Figure 1. Ports around the boundary (run 1).
Scale: 8 px per um. Pins as bars across the die edge, other pins in gray.
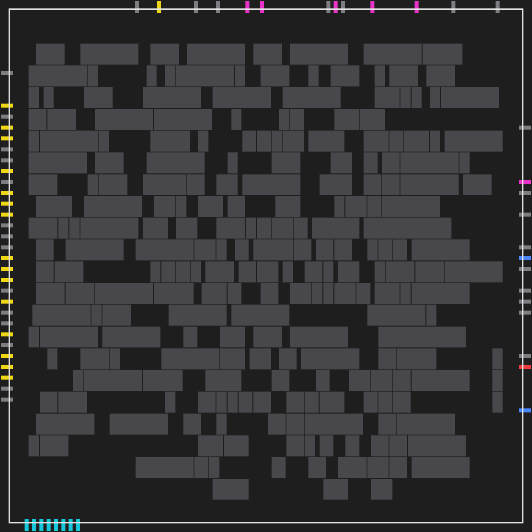
Figure 2. The metal 3 layer (run 1).
Scale: 8 px per um. Cells faint in the background.
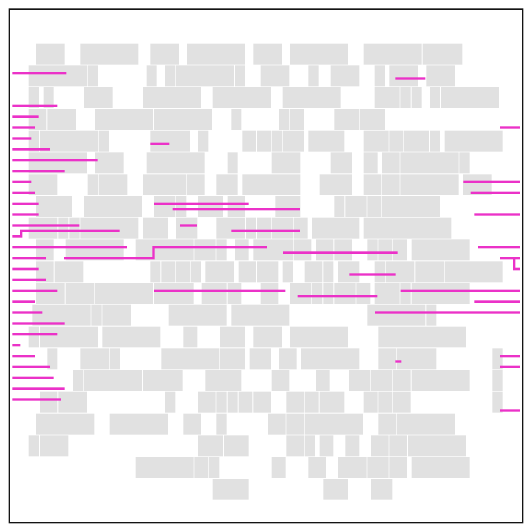
Figure 3. Routed metal per tile (run 1).
Scale: 6 px per um. The die is cut into 13 by 13 equal tiles; dark blue is low, red is high, scaled to the fullest tile. Values are wire area over tile area, all layers added.
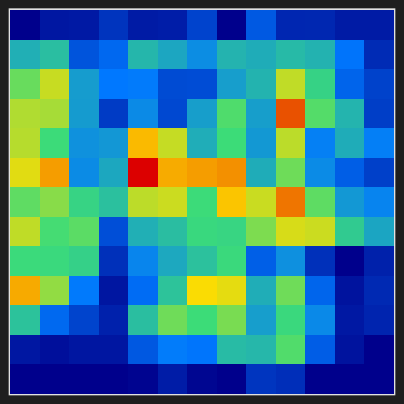
Figure 4. Congestion heat map (run 1).
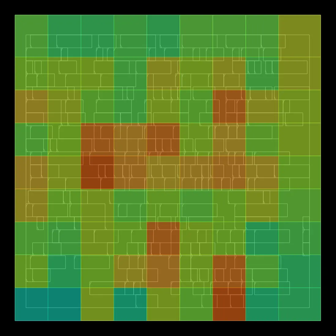
**src/rtl/ad9122_cfg_pkg.sv**
```systemverilog
// Shared constants for the AD9122 power-up configuration sequencer.
// Optional read-back verify is built with AD9122_CFG_VERIFY_EN.
package ad9122_cfg_pkg;

  localparam logic [3:0] S_IDLE     = 4'd0;
  localparam logic [3:0] S_FETCH    = 4'd1;
  localparam logic [3:0] S_FETCH_WT = 4'd2;
  localparam logic [3:0] S_WR_REQ   = 4'd3;
  localparam logic [3:0] S_WR_WAIT  = 4'd4;
  localparam logic [3:0] S_RD_REQ   = 4'd5;
  localparam logic [3:0] S_RD_WAIT  = 4'd6;
  localparam logic [3:0] S_NEXT     = 4'd7;
  localparam logic [3:0] S_DONE     = 4'd8;
  localparam logic [3:0] S_ERROR    = 4'd9;

  localparam logic [1:0] ERR_NONE    = 2'b00;
  localparam logic [1:0] ERR_TIMEOUT = 2'b01;
  localparam logic [1:0] ERR_VERIFY  = 2'b10;

  localparam logic [15:0] SENTINEL = 16'hFFFF;
  localparam int          RW_BIT   = 7;

endpackage

```
**src/rtl/ad9122_cfg_timeout.sv**
```systemverilog
// Loadable down-counter guarding every SPI wait state.
// expired_o is high once the loaded budget has fully elapsed.
module ad9122_cfg_timeout #(
  parameter int TIMEOUT_CYC = 4096
) (
  input  logic clk,
  input  logic rst,
  input  logic clr_i,
  input  logic load_i,
  input  logic en_i,
  output logic expired_o
);

  localparam int CW = (TIMEOUT_CYC > 1) ? $clog2(TIMEOUT_CYC) : 1;
  localparam logic [CW-1:0] LOAD_V = CW'(TIMEOUT_CYC - 1);

  logic [CW-1:0] cnt_q, cnt_d;

  always_comb begin
    cnt_d = cnt_q;
    if (clr_i)
      cnt_d = '0;
    else if (load_i)
      cnt_d = LOAD_V;
    else if (en_i && cnt_q != '0)
      cnt_d = cnt_q - 1'b1;
  end

  always_ff @(posedge clk) begin
    if (rst) cnt_q <= '0;
    else     cnt_q <= cnt_d;
  end

  assign expired_o = (cnt_q == '0);

endmodule

```
**src/rtl/ad9122_cfg_seq.sv**
```systemverilog
// AD9122 power-up sequencer: walks a ROM table, one SPI write per entry.
// Define AD9122_CFG_VERIFY_EN to read back and retry each write.
module ad9122_cfg_seq
  import ad9122_cfg_pkg::*;
#(
  parameter int TBL_AW      = 6,
  parameter int NUM_ENTRIES = 32,
  parameter int TIMEOUT_CYC = 4096,
  parameter int MAX_RETRY   = 2
) (
  input  logic              clk,
  input  logic              rst,
  input  logic              start,
  output logic              busy,
  output logic              done,
  output logic              error,
  output logic [1:0]        err_code,
  output logic [TBL_AW-1:0] err_idx,
  output logic [TBL_AW-1:0] tbl_addr,
  input  logic [15:0]       tbl_data,
  output logic [7:0]        spi_addr,
  output logic [7:0]        spi_wdata,
  output logic              spi_write_req,
  output logic              spi_read_req,
  input  logic [7:0]        spi_rdata,
  input  logic              spi_end
);

  localparam logic [TBL_AW-1:0] LAST_IDX = TBL_AW'(NUM_ENTRIES - 1);

  logic [3:0]        state_q, state_d;
  logic [TBL_AW-1:0] idx_q, idx_d;
  logic [14:0]       entry_q, entry_d;
  logic [7:0]        addr_q, addr_d;
  logic [7:0]        wdata_q, wdata_d;
  logic              busy_q, busy_d;
  logic              done_q, done_d;
  logic              error_q, error_d;
  logic [1:0]        code_q, code_d;
  logic [TBL_AW-1:0] eidx_q, eidx_d;
  logic              tmr_exp;

`ifdef AD9122_CFG_VERIFY_EN
  localparam int RTW = (MAX_RETRY > 0) ? $clog2(MAX_RETRY + 1) : 1;
  localparam logic [RTW-1:0] MAX_R = RTW'(MAX_RETRY);
  logic [RTW-1:0] retry_q, retry_d;
`else
  logic unused_rd;
  assign unused_rd = ^{spi_rdata, 32'(MAX_RETRY)};
`endif

  always_comb begin
    state_d = state_q;
    idx_d   = idx_q;
    entry_d = entry_q;
    addr_d  = addr_q;
    wdata_d = wdata_q;
    busy_d  = busy_q;
    done_d  = done_q;
    error_d = error_q;
    code_d  = code_q;
    eidx_d  = eidx_q;
`ifdef AD9122_CFG_VERIFY_EN
    retry_d = retry_q;
`endif
    unique case (state_q)
      S_IDLE: begin
        if (start) begin
          done_d  = 1'b0;
          error_d = 1'b0;
          code_d  = ERR_NONE;
          idx_d   = '0;
          busy_d  = 1'b1;
`ifdef AD9122_CFG_VERIFY_EN
          retry_d = '0;
`endif
          state_d = S_FETCH;
        end
      end
      S_FETCH: state_d = S_FETCH_WT;
      S_FETCH_WT: begin
        entry_d = tbl_data[14:0];
        if (tbl_data == SENTINEL) begin
          done_d  = 1'b1;
          busy_d  = 1'b0;
          state_d = S_DONE;
        end else begin
          addr_d  = {1'b0, tbl_data[14:8]};
          wdata_d = tbl_data[7:0];
          state_d = S_WR_REQ;
        end
      end
      S_WR_REQ: state_d = S_WR_WAIT;
      S_WR_WAIT: begin
        if (spi_end) begin
`ifdef AD9122_CFG_VERIFY_EN
          addr_d         = {1'b0, entry_q[14:8]};
          addr_d[RW_BIT] = 1'b1;
          state_d        = S_RD_REQ;
`else
          state_d = S_NEXT;
`endif
        end else if (tmr_exp) begin
          error_d = 1'b1;
          busy_d  = 1'b0;
          code_d  = ERR_TIMEOUT;
          eidx_d  = idx_q;
          state_d = S_ERROR;
        end
      end
`ifdef AD9122_CFG_VERIFY_EN
      S_RD_REQ: state_d = S_RD_WAIT;
      S_RD_WAIT: begin
        if (spi_end) begin
          if (spi_rdata == entry_q[7:0]) begin
            state_d = S_NEXT;
          end else if (retry_q < MAX_R) begin
            retry_d = retry_q + 1'b1;
            addr_d  = {1'b0, entry_q[14:8]};
            state_d = S_WR_REQ;
          end else begin
            error_d = 1'b1;
            busy_d  = 1'b0;
            code_d  = ERR_VERIFY;
            eidx_d  = idx_q;
            state_d = S_ERROR;
          end
        end else if (tmr_exp) begin
          error_d = 1'b1;
          busy_d  = 1'b0;
          code_d  = ERR_TIMEOUT;
          eidx_d  = idx_q;
          state_d = S_ERROR;
        end
      end
`endif
      S_NEXT: begin
`ifdef AD9122_CFG_VERIFY_EN
        retry_d = '0;
`endif
        if (idx_q == LAST_IDX) begin
          done_d  = 1'b1;
          busy_d  = 1'b0;
          state_d = S_DONE;
        end else begin
          idx_d   = idx_q + 1'b1;
          state_d = S_FETCH;
        end
      end
      S_DONE:  state_d = S_IDLE;
      S_ERROR: state_d = S_IDLE;
      default: state_d = S_IDLE;
    endcase
  end

  always_ff @(posedge clk) begin
    if (rst) begin
      state_q <= S_IDLE;
      idx_q   <= '0;
      entry_q <= '0;
      addr_q  <= '0;
      wdata_q <= '0;
      busy_q  <= 1'b0;
      done_q  <= 1'b0;
      error_q <= 1'b0;
      code_q  <= ERR_NONE;
      eidx_q  <= '0;
`ifdef AD9122_CFG_VERIFY_EN
      retry_q <= '0;
`endif
    end else begin
      state_q <= state_d;
      idx_q   <= idx_d;
      entry_q <= entry_d;
      addr_q  <= addr_d;
      wdata_q <= wdata_d;
      busy_q  <= busy_d;
      done_q  <= done_d;
      error_q <= error_d;
      code_q  <= code_d;
      eidx_q  <= eidx_d;
`ifdef AD9122_CFG_VERIFY_EN
      retry_q <= retry_d;
`endif
    end
  end

  // Budget reloads on every request, so each wait gets the full window.
  ad9122_cfg_timeout #(
    .TIMEOUT_CYC (TIMEOUT_CYC)
  ) u_tmo (
    .clk       (clk),
    .rst       (rst),
    .clr_i     (state_q == S_IDLE),
    .load_i    (state_q == S_WR_REQ || state_q == S_RD_REQ),
    .en_i      (state_q == S_WR_WAIT || state_q == S_RD_WAIT),
    .expired_o (tmr_exp)
  );

  assign busy          = busy_q;
  assign done          = done_q;
  assign error         = error_q;
  assign err_code      = code_q;
  assign err_idx       = eidx_q;
  assign tbl_addr      = idx_q;
  assign spi_addr      = addr_q;
  assign spi_wdata     = wdata_q;
  assign spi_write_req = (state_q == S_WR_REQ);
`ifdef AD9122_CFG_VERIFY_EN
  assign spi_read_req  = (state_q == S_RD_REQ);
`else
  assign spi_read_req  = 1'b0;
`endif

endmodule

```
**config.mk**
```make
export PLATFORM = sky130hd
export DESIGN_NAME = ad9122_cfg_seq
export DESIGN_NICKNAME = d
export VERILOG_FILES = /design/src/rtl/ad9122_cfg_pkg.sv /design/src/rtl/ad9122_cfg_timeout.sv /design/src/rtl/ad9122_cfg_seq.sv
export SDC_FILE = /design/constraint.sdc
export NUM_CORES = 1
export LEC_CHECK = 0
export CAP_MARGIN = 20
export CORE_MARGIN = 2
export CORE_UTILIZATION = 60
export CTS_BUF_LIST = sky130_fd_sc_hd__clkbuf_8
export DETAILED_ROUTE_END_ITERATION = 12
export DONT_BUFFER_PORTS = 1
export PLACE_DENSITY_LB_ADDON = 0.3
export SYNTH_ARGS = -nofsm -noshare
export SYNTH_HDL_FRONTEND = slang
export SYNTH_SLANG_ARGS = --single-unit
```
**constraint.sdc**
```tcl
create_clock -name clk -period 5.2 [get_ports clk]
set_input_delay 1.04 -clock clk [delete_from_list [all_inputs] [get_ports clk]]
set_output_delay 1.04 -clock clk [all_outputs]
set_load 0.02 [all_outputs]
```
==> impl_metrics.toml, run 1 <==
# flow metrics
[setup_path]
ff2ff_setup_slack_ns = 2.87
critical-path-max-stage-delay_ns = 0.60
timing.critical_path.arrival_ns = 1.63
criticalPathCategory = "register to output pin"
r2r_cells = 7
startpoint_type = "register"
crit_path_top_delay_cell = "dfxtp_1"
reg2reg_from = "u_tmo.cnt_q[0]"
crit-reg2reg-capture = "busy"

[final_timing]
setup_total_negative_slack_ns = 0
final-max-slew-violation-count = 0
min_period_ns = 2.67
max_clock_freq_ghz = 0.375
timing_worst_slew_pin_value_ns = 0.679
rsz0062_at_grt = "false"
whs_ns = 0.511
max_slew_margin_pct = 54.4

[layout]
nets = 261
multiInputGateArea_um2 = 1130
stdcell_count = 277
area_share_nonclk_buffers_pct = 0.658
numSequentialCells = 46
area.share.combinational_pct = 49.4
fillerInstances = 273
comb.multi_input.count = 171
nonClockInverterCount = 5
clock_tree_area_fraction_pct = 6.25
largest_register_ff_count = 12
ff_latch_area_um2 = 921
final_layout_top_logic_cells = "dfxtp_1 (46), nor2_1 (38), mux2i_1 (23), a21oi_1 (11)"
area_growth_pct = 5.68
max_flop_register = "u_tmo.cnt_q"
antenna_diodes = 0

[clock_tree]
cts_root_buffer = "clkbuf_8"
cts_tree = "yes"
cts_hold_buffers = 0
tritoncts_num_sinks = 46
cts_max_path_buffers = 2

[drt]
met1_length_mm = 1.85
first_iter_violations = 105
highest_layer = "met4"
met2_wirelength_mm = 1.82
routed-wl-met3_um = 333
viasPerCell = 5.88

[power]
powerComb_mw = 0.250
power.density_cell_area_nw_per_um2 = 462
p_int_mw = 0.709
power_frac_seq_pct = 46.1
proportion_of_power_drawn_by_the_clock_network_pct = 30.3
switching_share_pct = 32.9
total_power_mw = 1.06
p_clk_mw = 0.320

[synth]
post_synth_tally_of_flip_flops_with_integrated_enable = 0
synth.avg_cell_area_um2 = 9.00
synth-main-ff-cell = "dfxtp_1"
synth_async_sr_flop_share_pct = 0
numSynthFlops = 46
yosys_area_um2 = 2160
synthesis.yosys.warnings = 0
count_of_instantiated_cells_in_the_yosys_netlist = 240
synth_cell_type_count = 44

[place]
detailed_place.area_um2 = 2120
post-place-cells = 268
place.gp.congestion = 0.769
dp_slack_ns = 2.49
post-dp-hpwl_mm = 2.88

[worst_hold_path]
hold_path_startpoint = "u_tmo.cnt_q[1]"
holdPathStages = 2
worstHoldEndpoint = "u_tmo.cnt_q[1]"

[floorplanning]
core_um2 = 3390
tapCellCount = 46
chip_area_um2 = 4100
rows = 21
floorplanUtilization_pct = 63.7

[run_status]
status = "finished clean"

[global_route]
grt_antenna_before_repair = 0
grt_pass1_vias = 1559
About Figure 1:
Key: err_idx = magenta [pins 6, direction output, edge 5 top, 1 right]; tbl_data = yellow [pins 16, direction input, edge 15 left, 1 top]; spi_rdata = cyan [pins 8, direction input, edge bottom]; spi_read_req = red [pins 1, direction output, edge right]; err_code = blue [pins 2, direction output, edge right]
die width: 64.0 um
port buffer count: 0
overall die height: 64.0 um

About Figure 2:
The wires run mostly horizontal. 47 nets have wire on it. The longest straight run is 17.8 um.
global routing met3 resource utilization: 6.16%
via total after detailed routing: 1628
Post-Route WL: 4.08 mm

About Figure 3:
24% of the tiles are over half the peak. The densest ninth of the die: center. 8.3% of the tiles are nearly empty.
detail-routed net length per standard cell: 14.7 um
Tot GR Track Use: 21.6%

About Figure 4:
final core utilization: 67.3%
met1 Track Usage GR: 27.5%
met2 Use GR: 33.3%

[run 1: synth_stat cells (3+ instances only)]
library cell	count	area share, %
nor2b_1	3	0.87
nand3_1	4	0.93
clkbuf_1	11	1.9
a31oi_1	7	2.0
buf_2	4	0.93
nand2b_1	4	1.2
o21ai_0	5	1.2
inv_1	5	0.87
xor2_1	8	3.2
or3_1	8	2.3
o31ai_1	4	1.4
mux2i_1	23	11
nand2_1	6	1.0
buf_4	4	1.4
nor3_1	5	1.2
nor2_1	38	6.6
a21oi_1	11	2.5
o211ai_1	3	1.0
ha_1	3	1.7
dfxtp_1	46	43
nand4_1	7	2.0
[run 1: cells by family (layout without fill, tap and decap cells)]
| family | Yosys count | after routing | share of synthesized area (%) |
|---|---|---|---|
| adders and majority gates | 3 | 3 | 1.74 |
| buffers and inverters | 25 | 14 | 5.62 |
| muxes | 23 | 23 | 10.7 |
| xor gates and xnor gates | 9 | 9 | 3.65 |
| other | 1 | 3 | 0.174 |
| and+or+nand+nor | 90 | 90 | 22.2 |
| AOI/OAI and AO/OA | 43 | 43 | 13.3 |
| DFF | 46 | 46 | 42.6 |
[run 1: worst max-delay path, delay by kind of cell, from the launching register on]
kind,cells,cell delay [ns]
AND/OR/NAND/NOR,2,0.73
flip-flops,1,0.60
[run 1: worst max path at each step]
stage / from / end / slack (ns) / depth (start not counted)
detailed placement: tbl_data[6] / busy / 2.49 / 5
global route: state_q[0] / spi_write_req / 2.41 / 2
finish: state_q[0] / spi_write_req / 2.53 / 2
floorplan: tbl_data[6] / busy / 2.76 / 6
CTS: state_q[0] / spi_write_req / 2.53 / 2
global placement: tbl_data[6] / busy / 2.48 / 5
==> run 2: changes to the inputs <==
Settings changed: CORE_UTILIZATION 60 to 59.
Clock period 5.2 ns to 2.2 ns, I/O delays scaled along.
Figure 5. The metal 3 layer (run 2).
Scale: 8 px per um. Cells faint in the background.
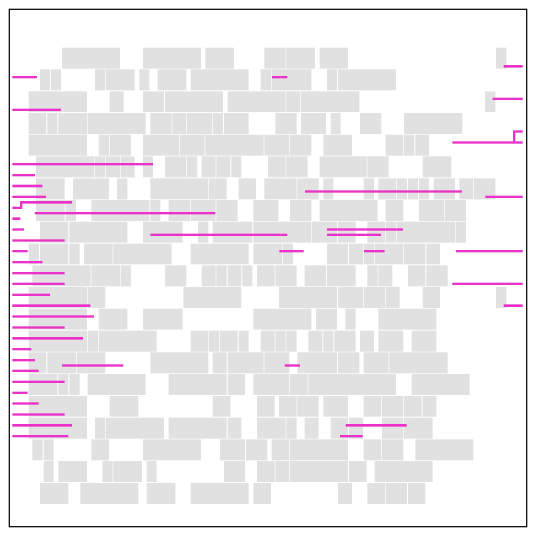
Post-Route WL: 4.34 mm
global routing met3 resource utilization: 5.56%
via total after detailed routing: 1722

Figure 6. Congestion heat map (run 2).
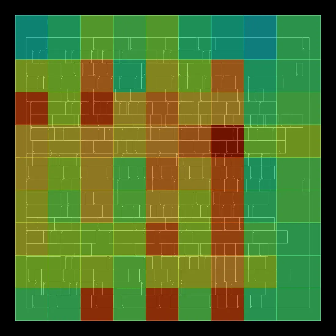
most utilized layer in the global route result: met2
Tot GR Track Use: 22.5%
final core utilization: 68.9%
detail-routed net length per standard cell: 14.9 um

==> run 2 against run 1 <==
Clock-buffer cell count decreased by 1. Setup slack got worse by 2.4 ns. Via count grew 5.8%. Largest power group unchanged. Highest routed layer unchanged.
==> impl_metrics.toml, run 2 <==
# flow metrics
[run_status]
status = "finished clean"

[synth]
synth-main-ff-cell = "dfxtp_1"
synth.area.mux_share_pct = 10.7
synth_cell_type_count = 44
synth.top_cells.by_count = "dfxtp_1 (46), nor2_1 (38), mux2i_1 (23), a21oi_1 (11), clkbuf_1 (11)"
post_synth_ao_oa_area_fraction_pct = 13.3
synthesis.yosys.warnings = 0
synth.avg_cell_area_um2 = 9.00
netlist.top_cell.by_area = "dfxtp_1"
topCellsByArea = "dfxtp_1 (43%), mux2i_1 (11%), nor2_1 (6.6%), xor2_1 (3.2%), a21oi_1 (2.5%)"
xor_area_share_pct = 3.65

[final_timing]
min_period_ns = 2.03
max_clock_freq_ghz = 0.492
rsz0062_at_grt = "false"
setup_total_negative_slack_ns = 0
final-max-slew-violation-count = 0

[layout]
area_growth_pct = 9.04
max_flop_register = "u_tmo.cnt_q"
antenna_diodes = 0
final_layout_top_logic_cells = "dfxtp_1 (46), nor2_1 (38), mux2i_1 (23), buf_4 (16), a21oi_1 (11)"

[setup_path]
crit_path_top_delay_cell = "nor3_4"
ff2ff_setup_slack_ns = 0.17
critical-path-max-stage-delay_ns = 0.40
timing.critical_path.arrival_ns = 2.23
timing.critical_path.from = "u_tmo.cnt_q[2]"
timing.critical_path.buf_inv = 1
r2r_cells = 6

[floorplanning]
rows = 21
floorplanUtilization_pct = 63.2
chip_area_um2 = 4160
die_width_um = 64.5

[clock_tree]
cts_max_path_buffers = 2
cts_tree = "yes"
cts_root_buffer = "clkbuf_8"
tritoncts_num_sinks = 46

[drt]
first_iter_violations = 114
highest_layer = "met4"
met2_wirelength_mm = 1.93
routed-wl-met3_um = 284
met1_length_mm = 2.07

[place]
detailed_place.area_um2 = 2230
post-dp-hpwl_mm = 3.16
post-place-cells = 282

[global_route]
grt_pass1_vias = 1684

[power]
power_frac_seq_pct = 47.8
proportion_of_power_drawn_by_the_clock_network_pct = 25.7
power.density_cell_area_nw_per_um2 = 1020
-- run 2: cell count changes in the layout (fill, tap and decap cells not counted), sizes merged --
| cell | before | now |
|---|---|---|
| clkbuf | 6 | 5 |
| clkinvlp | 0 | 1 |
| buf | 1 | 16 |
| bufinv | 2 | 1 |
| inv | 5 | 6 |
-- run 2: what timing repair did --
item / in CTS / in global routing
hold buffers: 0 / 0
buffers inserted: 0 / 2
setup endpoints to repair: 0 / 1
-- run 2: power groups by stage --
| stage | clock [mW] | combinational (mW) | sequential, mW |
|---|---|---|---|
| 2_1_floorplan | 0 | 0.575 | 1.10 |
| 3_3_place_gp | 0 | 0.589 | 1.16 |
| 3_5_place_dp | 0 | 0.605 | 1.16 |
| 4_1_cts | 0.628 | 0.607 | 1.15 |
| 5_1_grt | 0.669 | 0.702 | 1.17 |
| 6_report | 0.619 | 0.636 | 1.15 |
-- run 2: through the flow --
step | util [%] | total power [mW]
finish | 68.9 | 2.41
global route | 68.9 | 2.54
CTS | 68.5 | 2.38
detailed placement | 65.3 | 1.77
global placement | 65.3 | 1.75
floorplan | - | 1.67
-- run 2: area by class of cell --
type / instances / area (um^2) / share of cell area, %
Timing Repair Buffer: 16 / 120 / 5.10
Sequential cell: 46 / 921 / 39.1
Clock buffer: 5 / 68.8 / 2.92
Tap cell: 46 / 57.6 / 2.44
Clock inverter: 3 / 41.3 / 1.75
Inverter: 5 / 18.8 / 0.797
Multi-Input combinational cell: 171 / 1130 / 47.9
-- run 2: worst max-delay path by stage --
stage | end | depth (start not counted)
CTS | err_idx[5] | 6
detailed placement | err_idx[5] | 6
global placement | err_idx[0] | 8
floorplan | busy | 6
global route | busy | 5
finish | err_idx[5] | 6
==> run 3: changes to the inputs <==
Settings changed: CTS_CLUSTER_DIAMETER from default to 50, HOLD_SLACK_MARGIN from default to 0.06.
Figure 7. Congestion heat map (run 3).
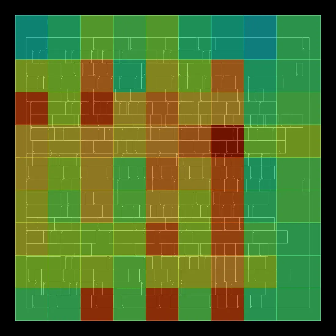
met2 Use GR: 36.1%
met1 Track Usage GR: 28.6%

Figure 8. The metal 3 layer (run 3).
Scale: 8 px per um. Cells faint in the background.
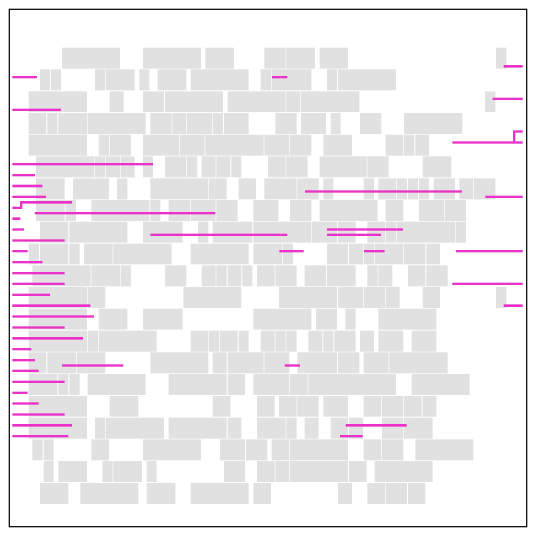
42 nets have wire on it. The layer holds 6.6% of the routed length. The wires run mostly horizontal. The longest straight run is 22.3 um. The layer carries 285 um of wire.

==> run 3 against run 2 <==
Cell area is the same. Register-to-register slack is essentially flat. Sequential power is essentially flat. Area after synthesis is the same. Critical endpoint unchanged. Routed wire length is the same. Clock-buffer cell count is the same. Fmax is the same. Clock skew is the same. Non-clock buffer count is the same. Global-route usage is the same. Hold slack is the same. Final cell count is the same.
==> impl_metrics.toml, run 3 <==
# flow metrics
[run_status]
status = "finished clean"

[power]
leakagePower_nw = 0.832
proportion_of_power_drawn_by_the_clock_network_pct = 25.7
powerComb_mw = 0.636
p_int_mw = 1.56
ir_drop_v = 0.000706
power_frac_seq_pct = 47.8
power_top_consumer = "sequential cells"
p_clk_mw = 0.619
switching_share_pct = 35.2
net-switching-power_mw = 0.846
power.density_cell_area_nw_per_um2 = 1020
seq_power_mw = 1.15

[drt]
met2_wirelength_mm = 1.93
met1_length_mm = 2.07
finalWirelength_mm = 4.34
wl_per_cell_um = 14.9
drt-pass1-iter-count = 4
routed-wl-met3_um = 284
highest_layer = "met4"
first_iter_violations = 114
via_total_after_detailed_routing = 1722
viasPerCell = 5.90

[global_route]
grt_antenna_before_repair = 0
groute.usage.overall_pct = 22.5
globalRouteMet3Util_pct = 5.56
grt_pass1_vias = 1684
grt.busiest_layer = "met2"

[clock_tree]
cts_max_path_buffers = 2
cts_root_buffer = "clkbuf_8"
cts_tree = "yes"
tritoncts_num_sinks = 46
cell_resize_tally_after_clock_tree_synthesis = 0

[setup_path]
timing.critical_path.required_ns = 2.39
worst-path-max-fanout = 6
timing.critical_path.arrival_ns = 2.23
timing.critical_path.buf_inv = 1
crit_path_top_delay_cell = "nor3_4"
critical-path-max-stage-delay_ns = 0.40
startpoint_type = "register"
criticalPathCategory = "register to register"

[layout]
area_growth_pct = 9.04
layout-drive-gt1-share_pct = 12.6
nets = 276
fillerInstances = 271
stdcell_count = 292
largest_register_ff_count = 12
max_flop_register = "u_tmo.cnt_q"
antenna_diodes = 0
final_layout_top_logic_cells = "dfxtp_1 (46), nor2_1 (38), mux2i_1 (23), buf_4 (16), a21oi_1 (11)"

[final_timing]
final-max-slew-violation-count = 0
setup_total_negative_slack_ns = 0
rsz0062_at_grt = "false"
timing_hold_violations_final = 0
min_period_ns = 2.03
max_clock_freq_ghz = 0.492

[floorplanning]
die-height_um = 64.5
floorplanUtilization_pct = 63.2
die_width_um = 64.5
rows = 21
core_um2 = 3420
chip_area_um2 = 4160

[synth]
synth-main-ff-cell = "dfxtp_1"
synth.top_cells.by_count = "dfxtp_1 (46), nor2_1 (38), mux2i_1 (23), a21oi_1 (11), clkbuf_1 (11)"
synth_async_sr_flop_share_pct = 0
synthesis.yosys.warnings = 0
synth_cell_type_count = 44
post_synth_tally_of_flip_flops_with_integrated_enable = 0
synth.avg_cell_area_um2 = 9.00
yosys_area_um2 = 2160
netlist.top_cell.by_area = "dfxtp_1"
count_of_instantiated_cells_in_the_yosys_netlist = 240
synthDominantCellAreaShare_pct = 42.6
top_cell = "dfxtp_1"
numSynthFlops = 46

[place]
place.gp.congestion = 0.787
post-place-cells = 282
post-dp-hpwl_mm = 3.16
numPortBuffers = 0
detailed_place.area_um2 = 2230

[flow_run]
number_of_maximum_capacitance_constraint_violations = 0
## run 3: logic make-up after synthesis
group | synth area share, %
simple gates | 22.2
flops | 42.6
compound gates | 13.3
buf+inv | 5.62
mux | 10.7
xor+xnor | 3.65
fa+ha+maj | 1.74
other cells | 0.174
## run 3: through the flow
step | utilization, % | setup WS, ns | total power, mW | hold WS (ns)
3_3_place_gp | 65.3 | 0.226 | 1.75 | 0.490
2_1_floorplan | - | 0.359 | 1.67 | 0.468
5_1_grt | 68.9 | 0.0117 | 2.54 | 0.188
6_report | 68.9 | 0.165 | 2.41 | 0.207
3_5_place_dp | 65.3 | 0.137 | 1.77 | 0.498
4_1_cts | 68.5 | 0.122 | 2.38 | 0.198
## run 3: path summary, 6_finish.rpt
kind / from / to / slack, ns / depth (start not counted)
max reg2reg: u_tmo.cnt_q[2] / err_idx[5] / 0.17 / 6
max: u_tmo.cnt_q[2] / err_idx[5] / 0.17 / 6
min: rst / err_idx[3] / 0.21 / 1
min reg2reg: u_tmo.cnt_q[1] / u_tmo.cnt_q[1] / 0.51 / 2
## run 3: worst register-to-register path: stages, from the launching register on
cell and delay [ns]:
dfxtp_1 0.36, nor3_2 0.30, nand4_1 0.30, buf_4 0.26
nor3_4 0.40, mux2i_1 0.26, nor2_1 0.06
## run 3: final cells by class
cell class / count / area, um^2 / share of cell area, %
Timing Repair Buffer: 16 / 120 / 5.10
Clock inverter: 3 / 41.3 / 1.75
Sequential cell: 46 / 921 / 39.1
Inverter: 5 / 18.8 / 0.797
Multi-Input combinational cell: 171 / 1130 / 47.9
Tap cell: 46 / 57.6 / 2.44
Clock buffer: 5 / 68.8 / 2.92
## run 3: repair_timing
item | 4_1_cts | 5_1_grt
hold buffers | 0 | 0
buffers inserted | 0 | 2
setup endpoints to repair | 0 | 1
Power and IR drop assume default switching activity.
